### src/rtl/irrigation_pkg.sv
// Shared definitions for the irrigation sequencer: FSM state encoding,
// the width of the seconds-remaining counter and the watering mode encodings.
package irrigation_pkg;

  // 13 bits holds 5999 s (99:59), the largest duration the display can show.
  localparam int unsigned REM_W = 13;

  localparam logic MODE_SPR  = 1'b0;
  localparam logic MODE_DRIP = 1'b1;

  typedef enum logic [2:0] {
    StIdle,
    StSettle,
    StIrrigate,
    StDrain,
    StFault
  } state_e;

  // The selected valve is open while settling and while watering.
  function automatic logic valve_open(state_e s);
    return (s == StSettle) || (s == StIrrigate);
  endfunction

endpackage

### src/rtl/irrigation_sequencer_if.sv
// Signal bundle between the irrigation sequencer and its surroundings.
//   slave  : sequencer side (sensors/request in, valves/stopwatch/status out)
//   master : controller/board side (drives sensors/request, observes outputs)
// Signals:
//   start, mode, soil_dry, water_low          request and sensor inputs
//   sec_tick, crono_en, crono_clr             one-second tick and stopwatch control
//   valve_spr, valve_drip, busy, alarm        valve drives and status
//   remaining                                 seconds left in the current timed state
interface irrigation_sequencer_if;
  import irrigation_pkg::*;

  logic             start;
  logic             mode;
  logic             soil_dry;
  logic             water_low;
  logic             sec_tick;
  logic             crono_en;
  logic             crono_clr;
  logic             valve_spr;
  logic             valve_drip;
  logic             busy;
  logic             alarm;
  logic [REM_W-1:0] remaining;

  modport slave (
    input  start, mode, soil_dry, water_low,
    output sec_tick, crono_en, crono_clr, valve_spr, valve_drip, busy, alarm, remaining
  );

  modport master (
    output start, mode, soil_dry, water_low,
    input  sec_tick, crono_en, crono_clr, valve_spr, valve_drip, busy, alarm, remaining
  );

endinterface

### src/rtl/sec_prescaler.sv
// Free-running divide-by-CLK_HZ prescaler.
// Ports:
//   clk, rst_n : system clock, asynchronous active-low reset
//   restart    : reload the counter to 0 on the next edge
//   tick       : high during the last count of each CLK_HZ-cycle period; it is a
//                decode of the counter register, so the consumer acts on the
//                same edge at which the period ends
module sec_prescaler #(
  parameter int unsigned CLK_HZ = 50_000_000
) (
  input  logic clk,
  input  logic rst_n,
  input  logic restart,
  output logic tick
);

  localparam int unsigned CNT_W = $clog2(CLK_HZ);
  localparam logic [CNT_W-1:0] LAST = CNT_W'(CLK_HZ - 1);

  logic [CNT_W-1:0] cnt_q, cnt_d;

  always_comb begin
    cnt_d = cnt_q + CNT_W'(1);
    if (restart || (cnt_q == LAST)) begin
      cnt_d = '0;
    end
  end

  always_ff @(posedge clk or negedge rst_n) begin
    if (!rst_n) begin
      cnt_q <= '0;
    end else begin
      cnt_q <= cnt_d;
    end
  end

  assign tick = (cnt_q == LAST);

endmodule

### src/rtl/irrigation_sequencer.sv
// Watering-cycle sequencer: settle, irrigate, drain, with a low-water fault
// path. Derives the one-second tick and drives the stopwatch enable/clear.
// Ports:
//   clk, rst_n : system clock, asynchronous active-low reset
//   irr        : irrigation_sequencer_if.slave (request, sensors, valves,
//                stopwatch control, status and seconds remaining)
// All outputs come straight from registers.
module irrigation_sequencer
  import irrigation_pkg::*;
#(
  parameter int unsigned CLK_HZ     = 50_000_000,
  parameter int unsigned SETTLE_S   = 2,
  parameter int unsigned SPRINKLE_S = 600,
  parameter int unsigned DRIP_S     = 1800,
  parameter int unsigned DRAIN_S    = 3
) (
  input  logic                 clk,
  input  logic                 rst_n,
  irrigation_sequencer_if.slave irr
);

  localparam logic [REM_W-1:0] SETTLE_LD   = REM_W'(SETTLE_S);
  localparam logic [REM_W-1:0] SPRINKLE_LD = REM_W'(SPRINKLE_S);
  localparam logic [REM_W-1:0] DRIP_LD     = REM_W'(DRIP_S);
  localparam logic [REM_W-1:0] DRAIN_LD    = REM_W'(DRAIN_S);

  state_e           state_q, state_d;
  logic [REM_W-1:0] rem_q, rem_d;
  logic             mode_q, mode_d;
  logic             start_q;
  logic             start_rise;
  logic             accept;
  logic             tick;
  logic             rem_last;
  logic             open_d;

  logic sec_tick_q, crono_en_q, crono_clr_q;
  logic valve_spr_q, valve_drip_q, busy_q, alarm_q;

  sec_prescaler #(
    .CLK_HZ(CLK_HZ)
  ) u_prescaler (
    .clk    (clk),
    .rst_n  (rst_n),
    .restart(accept),
    .tick   (tick)
  );

  assign start_rise = irr.start & ~start_q;
  // Exit on the tick that would take the count from 1 to 0 (0 guards a zero load).
  assign rem_last   = (rem_q <= REM_W'(1));

  always_comb begin
    state_d = state_q;
    rem_d   = rem_q;
    mode_d  = mode_q;
    accept  = 1'b0;
    case (state_q)
      StIdle: begin
        rem_d = '0;
        if (start_rise) begin
          if (irr.water_low) begin
            state_d = StFault;
          end else if (irr.soil_dry) begin
            state_d = StSettle;
            mode_d  = irr.mode;
            rem_d   = SETTLE_LD;
            accept  = 1'b1;
          end
        end
      end
      StSettle: begin
        // Low water wins over a tick landing in the same cycle.
        if (irr.water_low) begin
          state_d = StFault;
          rem_d   = '0;
        end else if (tick) begin
          if (rem_last) begin
            state_d = StIrrigate;
            rem_d   = (mode_q == MODE_DRIP) ? DRIP_LD : SPRINKLE_LD;
          end else begin
            rem_d = rem_q - REM_W'(1);
          end
        end
      end
      StIrrigate: begin
        if (irr.water_low) begin
          state_d = StFault;
          rem_d   = '0;
        end else if (tick) begin
          if (rem_last) begin
            state_d = StDrain;
            rem_d   = DRAIN_LD;
          end else begin
            rem_d = rem_q - REM_W'(1);
          end
        end
      end
      StDrain: begin
        if (tick) begin
          if (rem_last) begin
            state_d = StIdle;
            rem_d   = '0;
          end else begin
            rem_d = rem_q - REM_W'(1);
          end
        end
      end
      StFault: begin
        rem_d = '0;
        if (start_rise && !irr.water_low) begin
          state_d = StIdle;
        end
      end
      default: begin
        state_d = StIdle;
        rem_d   = '0;
      end
    endcase
  end

  assign open_d = valve_open(state_d);

  always_ff @(posedge clk or negedge rst_n) begin
    if (!rst_n) begin
      state_q      <= StIdle;
      rem_q        <= '0;
      mode_q       <= MODE_SPR;
      start_q      <= 1'b0;
      sec_tick_q   <= 1'b0;
      crono_en_q   <= 1'b0;
      crono_clr_q  <= 1'b0;
      valve_spr_q  <= 1'b0;
      valve_drip_q <= 1'b0;
      busy_q       <= 1'b0;
      alarm_q      <= 1'b0;
    end else begin
      state_q      <= state_d;
      rem_q        <= rem_d;
      mode_q       <= mode_d;
      start_q      <= irr.start;
      // A prescaler restart swallows a tick that would coincide with it.
      sec_tick_q   <= tick & ~accept;
      crono_en_q   <= tick & ~accept & (state_d == StIrrigate);
      crono_clr_q  <= accept;
      valve_spr_q  <= open_d & (mode_d == MODE_SPR);
      valve_drip_q <= open_d & (mode_d == MODE_DRIP);
      busy_q       <= (state_d != StIdle) && (state_d != StFault);
      alarm_q      <= (state_d == StFault);
    end
  end

  assign irr.sec_tick   = sec_tick_q;
  assign irr.crono_en   = crono_en_q;
  assign irr.crono_clr  = crono_clr_q;
  assign irr.valve_spr  = valve_spr_q;
  assign irr.valve_drip = valve_drip_q;
  assign irr.busy       = busy_q;
  assign irr.alarm      = alarm_q;
  assign irr.remaining  = rem_q;

endmodule

### src/flat_wrapper.sv
// flat-port wrapper written by rule: the top's interface ports become plain ports
module irrigation_sequencer_flat import irrigation_pkg::*;
#(
  parameter int unsigned CLK_HZ     = 50_000_000,
  parameter int unsigned SETTLE_S   = 2,
  parameter int unsigned SPRINKLE_S = 600,
  parameter int unsigned DRIP_S     = 1800,
  parameter int unsigned DRAIN_S    = 3
)
  (clk, rst_n, irr_start, irr_mode, irr_soil_dry, irr_water_low, irr_sec_tick, irr_crono_en, irr_crono_clr, irr_valve_spr, irr_valve_drip, irr_busy, irr_alarm, irr_remaining);
  irrigation_sequencer_if irr_i ();
  input  logic clk;
  input  logic rst_n;
  input wire logic [$bits(irr_i.start)-1:0] irr_start;
  input wire logic [$bits(irr_i.mode)-1:0] irr_mode;
  input wire logic [$bits(irr_i.soil_dry)-1:0] irr_soil_dry;
  input wire logic [$bits(irr_i.water_low)-1:0] irr_water_low;
  output wire logic [$bits(irr_i.sec_tick)-1:0] irr_sec_tick;
  output wire logic [$bits(irr_i.crono_en)-1:0] irr_crono_en;
  output wire logic [$bits(irr_i.crono_clr)-1:0] irr_crono_clr;
  output wire logic [$bits(irr_i.valve_spr)-1:0] irr_valve_spr;
  output wire logic [$bits(irr_i.valve_drip)-1:0] irr_valve_drip;
  output wire logic [$bits(irr_i.busy)-1:0] irr_busy;
  output wire logic [$bits(irr_i.alarm)-1:0] irr_alarm;
  output wire logic [$bits(irr_i.remaining)-1:0] irr_remaining;
  assign irr_i.start = irr_start;
  assign irr_i.mode = irr_mode;
  assign irr_i.soil_dry = irr_soil_dry;
  assign irr_i.water_low = irr_water_low;
  assign irr_sec_tick = irr_i.sec_tick;
  assign irr_crono_en = irr_i.crono_en;
  assign irr_crono_clr = irr_i.crono_clr;
  assign irr_valve_spr = irr_i.valve_spr;
  assign irr_valve_drip = irr_i.valve_drip;
  assign irr_busy = irr_i.busy;
  assign irr_alarm = irr_i.alarm;
  assign irr_remaining = irr_i.remaining;
  irrigation_sequencer #(.CLK_HZ(CLK_HZ), .SETTLE_S(SETTLE_S), .SPRINKLE_S(SPRINKLE_S), .DRIP_S(DRIP_S), .DRAIN_S(DRAIN_S)) u_core (.clk(clk), .rst_n(rst_n), .irr(irr_i));
endmodule
### config.mk
export PLATFORM = sky130hd
export DESIGN_NAME = irrigation_sequencer_flat
export DESIGN_NICKNAME = d
export VERILOG_FILES = /design/src/rtl/irrigation_pkg.sv /design/src/rtl/irrigation_sequencer_if.sv /design/src/rtl/sec_prescaler.sv /design/src/rtl/irrigation_sequencer.sv /design/src/flat_wrapper.sv
export SDC_FILE = /design/constraint.sdc
export NUM_CORES = 1
export LEC_CHECK = 0
export ABC_AREA = 1
export CAP_MARGIN = 20
export CORE_ASPECT_RATIO = 0.75
export CORE_MARGIN = 5
export CORE_UTILIZATION = 50
export CTS_CLUSTER_DIAMETER = 60
export CTS_CLUSTER_SIZE = 25
export DETAILED_ROUTE_END_ITERATION = 6
export GPL_TIMING_DRIVEN = 0
export HOLD_SLACK_MARGIN = 0.02
export PLACE_DENSITY = 0.8
export SLEW_MARGIN = 20
export SYNTH_ARGS = -nofsm -noshare
export SYNTH_HDL_FRONTEND = slang
export SYNTH_SLANG_ARGS = --single-unit
### constraint.sdc
create_clock -name clk -period 1.8 [get_ports clk]
set_clock_uncertainty 0.2 [all_clocks]
set_input_delay 0.36 -clock clk [delete_from_list [all_inputs] [get_ports clk]]
set_output_delay 0.36 -clock clk [all_outputs]
set_load 0.005 [all_outputs]
==> run_1/layer_met1.png <==
Scale bar: 20 microns. Supply wires on this layer in grey.
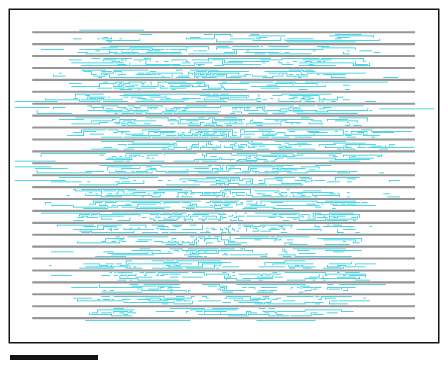
longest straight run: 23.9 microns
wire length on this layer: 4,500 microns
share of all routed wire: 36%
nets with wire on the layer: 459
main direction: horizontal
GR Util met1: 32.97%
detailed-route via count: 3,559
final WL: 12,680 microns

==> run_1/layer_met2.png <==
Cells faint in the background.
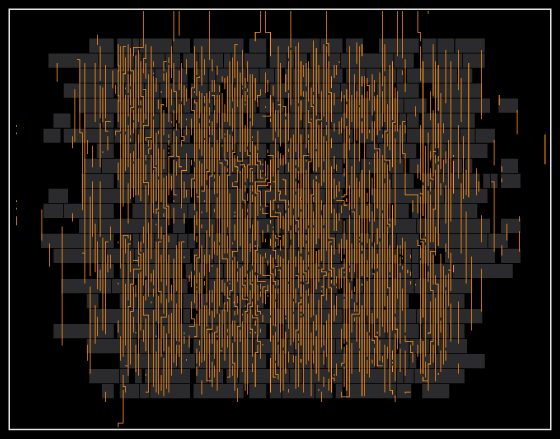
wire length on this layer: 5,450 microns
share of all routed wire: 43%
main direction: vertical
nets with wire on the layer: 447
met2 Use GR: 44.27%

==> impl_metrics.json, run 1 <==
{
  "outcome": "finished with violations",
  "violations": "design-rule violations, negative setup slack",
  "postLayoutCellArea_sq_um": 4659,
  "path_clk_slew_ns": 0.09,
  "hold_depth": 1,
  "regMostFlops": "u_core.u_prescaler.cnt_q",
  "logic_area_sq_um": 1923,
  "grt_max_degree": 29,
  "placed_area_sq_um": 3254,
  "syn_to_final_growth_pct": 61.42,
  "powerDensity_nw_per_um2": 696.5,
  "postCtsSetupBuffers": 52,
  "crit_buf_inv": 0,
  "layout_setup_ws_ns": -0.5045,
  "critPathTopFamily": "simple AND/OR/NAND/NOR gates",
  "met1_length_microns": 4504,
  "routedWlPerCell_microns": 23.05,
  "relSlewSlack_pct": 59.80,
  "drive_gt1_share_pct": 47.67,
  "reg2reg_depth": 7,
  "seq_power_share_pct": 42.9,
  "synthArstFlopShare_pct": 100.0,
  "synth.cellmix.adderShare_pct": 1.300,
  "edf_count": 0,
  "startpoint_type": "flop",
  "io_buffers": 25,
  "cts_max_path_buffers": 2,
  "cp.depth": 7,
  "ys_warn_count": 0,
  "cts_hold_buffers": 1,
  "grt_first_pass_wirelength_microns": 15240,
  "drc": 3,
  "synth_stat.cells": 363,
  "yosys.area_share.simple_pct": 34.03,
  "highest_layer": "met4",
  "regArea_sq_um": 1286,
  "cts_buffers": 5,
  "r2r_start": "u_core.u_prescaler.cnt_q[6]$_DFF_PN0_",
  "hpwl_microns": 4873,
  "grt_remaining_overflow": 0,
  "tns_ns": -12.26,
  "rsz0062_at_grt": "true",
  "setup_viol": 46,
  "worst_path_most_repeated_cell": "nor2_1",
  "hold_path_class": "in2reg",
  "die_h_microns": 75.80,
  "nNetsFinal": 480,
  "endpoint": "u_core.u_prescaler.cnt_q[22]$_DFF_PN0_",
  "ys_sh_xor_pct": 6.372
}
==> run_1/layer_met3.png <==
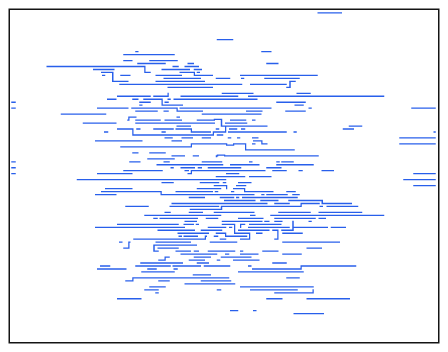
wire length on this layer: 1,620 microns
longest straight run: 33.8 microns
main direction: horizontal
nets with wire on the layer: 161
met3 Use GR: 6.130%

run 1: routing by layer:
metal	up-vias	GRT usage, %
met2	398	44.27
met4	0	11.06
li1	1389	-
met5	-	0
met3	157	6.130
met1	1615	32.97
run 1: layout by cell type, fill, tap and decap left out, drive strengths merged, types with 6 or more instances in the layout:
cell	count
buf	81
nand2	74
nor2	67
dfrtp	51
inv	44
nand3	22
nor3	19
o21ai	19
xor2	18
nand4	11
a21oi	11
clkdlybuf4s50	10
dlygate4sd2	10
clkbuf	6
run 1: Yosys cell counts (2+ instances only):
master and count:
nand2_1 67, nand2_2 5, o21ai_1 8, inv_2 7
dfrtp_1 51, ha_1 3, nor2_1 61, a21oi_1 8
xnor2_1 3, buf_2 3, nand3_2 4, nand2_4 2
nor2_4 2, inv_1 37, o21ai_0 11, nor3b_1 3
and3_1 2, o22ai_1 3, a31oi_1 2, nand3_1 18
a21oi_2 3, nor3_1 14, nor2_2 4, nor3_2 4
xor2_1 18, nand4_1 11
run 1: worst reg2reg max path, stage by stage (launching register included):
cell     delay, ns
dfrtp_1       0.49
nand3_1       0.28
nor2_1        0.33
nand4_1       0.20
nor3_4        0.24
nand2_1       0.13
nor2_1        0.22
nor3_1        0.10
run 1: power by group through the flow:
stage	Combinational [W]	Clock (W)	Sequential (W)
final	0.000885	0.000970	0.00139
after global routing	0.000924	0.00102	0.00140
after CTS	0.000688	0.000949	0.00135
after detailed placement	0.000460	0	0.00137
after global placement	0.000434	0	0.00136
after floorplan	0.000332	0	0.00134
run 1: cell type report:
cell class / count / area share [%]
well taps: 78 / 2.095
multi-input cells: 263 / 41.27
flip-flops and latches: 51 / 27.60
repair buffers: 103 / 21.43
inverters: 44 / 3.867
clock inverters: 2 / 1.289
plain buffers: 3 / 0.8861
clock buffers: 6 / 1.557
--- run 2 (diff from run 1) ---
--- a/config.mk
+++ b/config.mk
@@ -7,15 +7,17 @@
 export LEC_CHECK = 0
 export ABC_AREA = 1
 export CAP_MARGIN = 20
+export CELL_PAD_IN_SITES_DETAIL_PLACEMENT = 1
+export CELL_PAD_IN_SITES_GLOBAL_PLACEMENT = 2
 export CORE_ASPECT_RATIO = 0.75
 export CORE_MARGIN = 5
-export CORE_UTILIZATION = 50
+export CORE_UTILIZATION = 31
 export CTS_CLUSTER_DIAMETER = 60
 export CTS_CLUSTER_SIZE = 25
 export DETAILED_ROUTE_END_ITERATION = 6
 export GPL_TIMING_DRIVEN = 0
 export HOLD_SLACK_MARGIN = 0.02
-export PLACE_DENSITY = 0.8
+export PLACE_DENSITY = 0.82
 export SLEW_MARGIN = 20
 export SYNTH_ARGS = -nofsm -noshare
 export SYNTH_HDL_FRONTEND = slang
==> run 2 against run 1 <==
The run ends with negative setup slack left. Combinational power increased by 1%. Die area grew 53%. Worst hold slack better by 0.015 ns. Cell count increased by 10%. Register-to-register slack improved by 0.23 ns.
==> impl_metrics.json, run 2 <==
{
  "synth_dominant_cell_count": "nand2_1",
  "path_clk_slew_ns": 0.07,
  "dieArea_sq_um": 11360,
  "ys_warn_count": 0,
  "setup_viol": 45,
  "drc": 0,
  "nNetsFinal": 486,
  "layout_setup_ws_ns": -0.2788,
  "drive_gt1_share_pct": 51.36,
  "cts_buffers": 5,
  "cts_max_path_buffers": 2,
  "edf_count": 0,
  "top_cells_by_count": "nand2_1 (67), nor2_1 (61), dfrtp_1 (51)",
  "busiest_layer": "met2",
  "met3_usage_pct": 2.781,
  "hold_path_class": "in2reg",
  "crit_buf_inv": 1,
  "outcome": "finished with violations",
  "grt_max_degree": 52,
  "regMostFlops": "u_core.u_prescaler.cnt_q",
  "violations": "negative setup slack",
  "hpwl_microns": 5890,
  "reg2reg_depth": 13,
  "synthArstFlopShare_pct": 100.0,
  "relSlewSlack_pct": 53.87,
  "endpoint": "u_core.irr.valve_drip$_DFF_PN0_",
  "rsz0062_at_grt": "true",
  "synth_stat.cells": 363,
  "critPathTopFamily": "simple AND/OR/NAND/NOR gates",
  "grt_remaining_overflow": 0,
  "worstHoldStart": "irr_start",
  "crit_fanout": 7,
  "die_h_microns": 93.57,
  "syn_to_final_growth_pct": 67.36,
  "worst_path_most_repeated_cell": "nand2_1",
  "powerDensity_nw_per_um2": 694.6
}
## run 2: per-stage QoR
| stage | power (W) | hold WS, ns | TNS [ns] | instance area (sq um) |
|---|---|---|---|---|
| finish | 0.003356 | 0.3320 | -7.378 | 4831 |
| global route | 0.003505 | 0.3498 | -10.88 | 4831 |
| CTS | 0.003117 | 0.3339 | -5.404 | 4088 |
| detailed placement | 0.001840 | 0.2559 | -25.04 | 3299 |
| global placement | 0.001819 | 0.2499 | -102.09 | 3302 |
| floorplan | 0.001677 | -0.1356 | -0.01145 | 2892 |
## run 2: power breakdown
group	switching (W)	internal (W)
sequential	0.000117	0.00126
clock	0.000438	0.000651
combinational	0.000493	0.000402
## run 2: logic make-up after synthesis
kind of cell / Yosys count / synth area share (%)
compound gates: 37 / 7.196
flops: 51 / 44.21
buf+inv: 49 / 6.892
xor+xnor: 21 / 6.372
simple gates: 202 / 34.03
fa+ha+maj: 3 / 1.301
## run 2: layout make-up
class / instances / area [sq um] / area share (%)
well taps: 128 / 160.2 / 3.315
clock buffers: 6 / 128.9 / 2.668
clock inverters: 1 / 30.03 / 0.6216
repair buffers: 108 / 1001 / 20.72
flip-flops and latches: 51 / 1289 / 26.68
multi-input cells: 263 / 1991 / 41.21
plain buffers: 4 / 56.30 / 1.166
inverters: 44 / 175.2 / 3.626
## run 2: timing repair
item,CTS,global route
pin swaps,27,46
gates resized,93,119
setup buffers,42,44
gates cloned,1,2
endpoints found under the hold margin,51,0
setup endpoints to repair,51,50
hold buffers,1,0
## run 2: per-layer routing
metal  vias to the layer above  share of wire, %
met5                         -                 0
met4                         0              0.89
met3                         8               3.4
met2                        55                51
met1                      1508                45
li1                       1398                 -
==> run_2/layer_met1.png <==
Scale bar: 20 microns. Supply wires on this layer in grey.
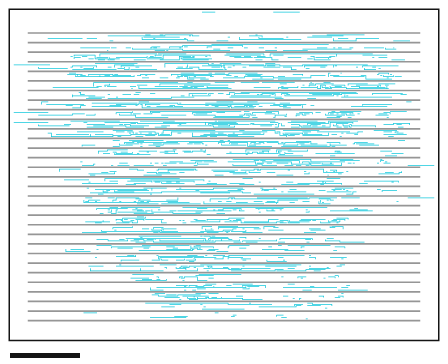
main direction: horizontal
share of all routed wire: 45%
nets with wire on the layer: 458
final WL: 11,070 microns
GR Util met1: 24.16%
detailed-route via count: 2,969

==> run_2/layer_met2.png <==
Cells faint in the background.
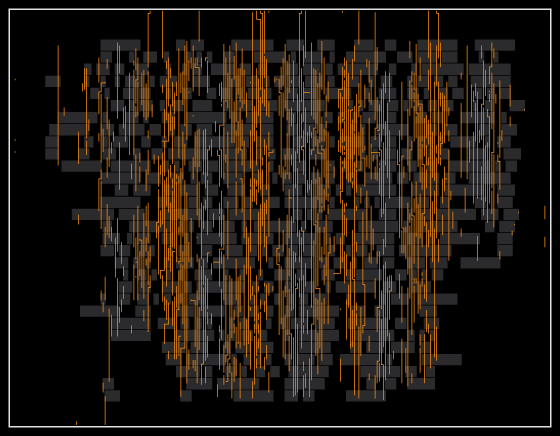
share of all routed wire: 51%
nets with wire on the layer: 447
main direction: vertical
wire length on this layer: 5,610 microns
met2 Use GR: 26.85%

==> run_2/metal_density.png <==
The die is cut into 24 by 19 equal tiles; dark blue is low, red is high, scaled to the fullest tile. Values are wire area over tile area, all layers added.
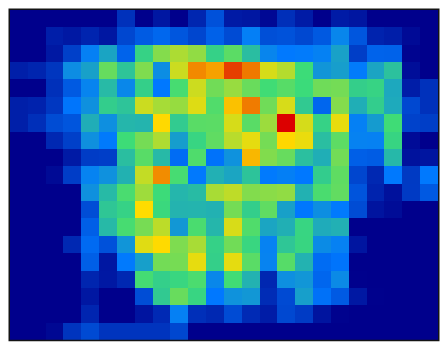
fullest tile: 0.56
mean over tiles: 0.15
densest ninth of the die: middle
routed len/inst: 18.29 microns
total track usage: 16.85%

No activity file was given, so power comes from the tool's default toggle rates.
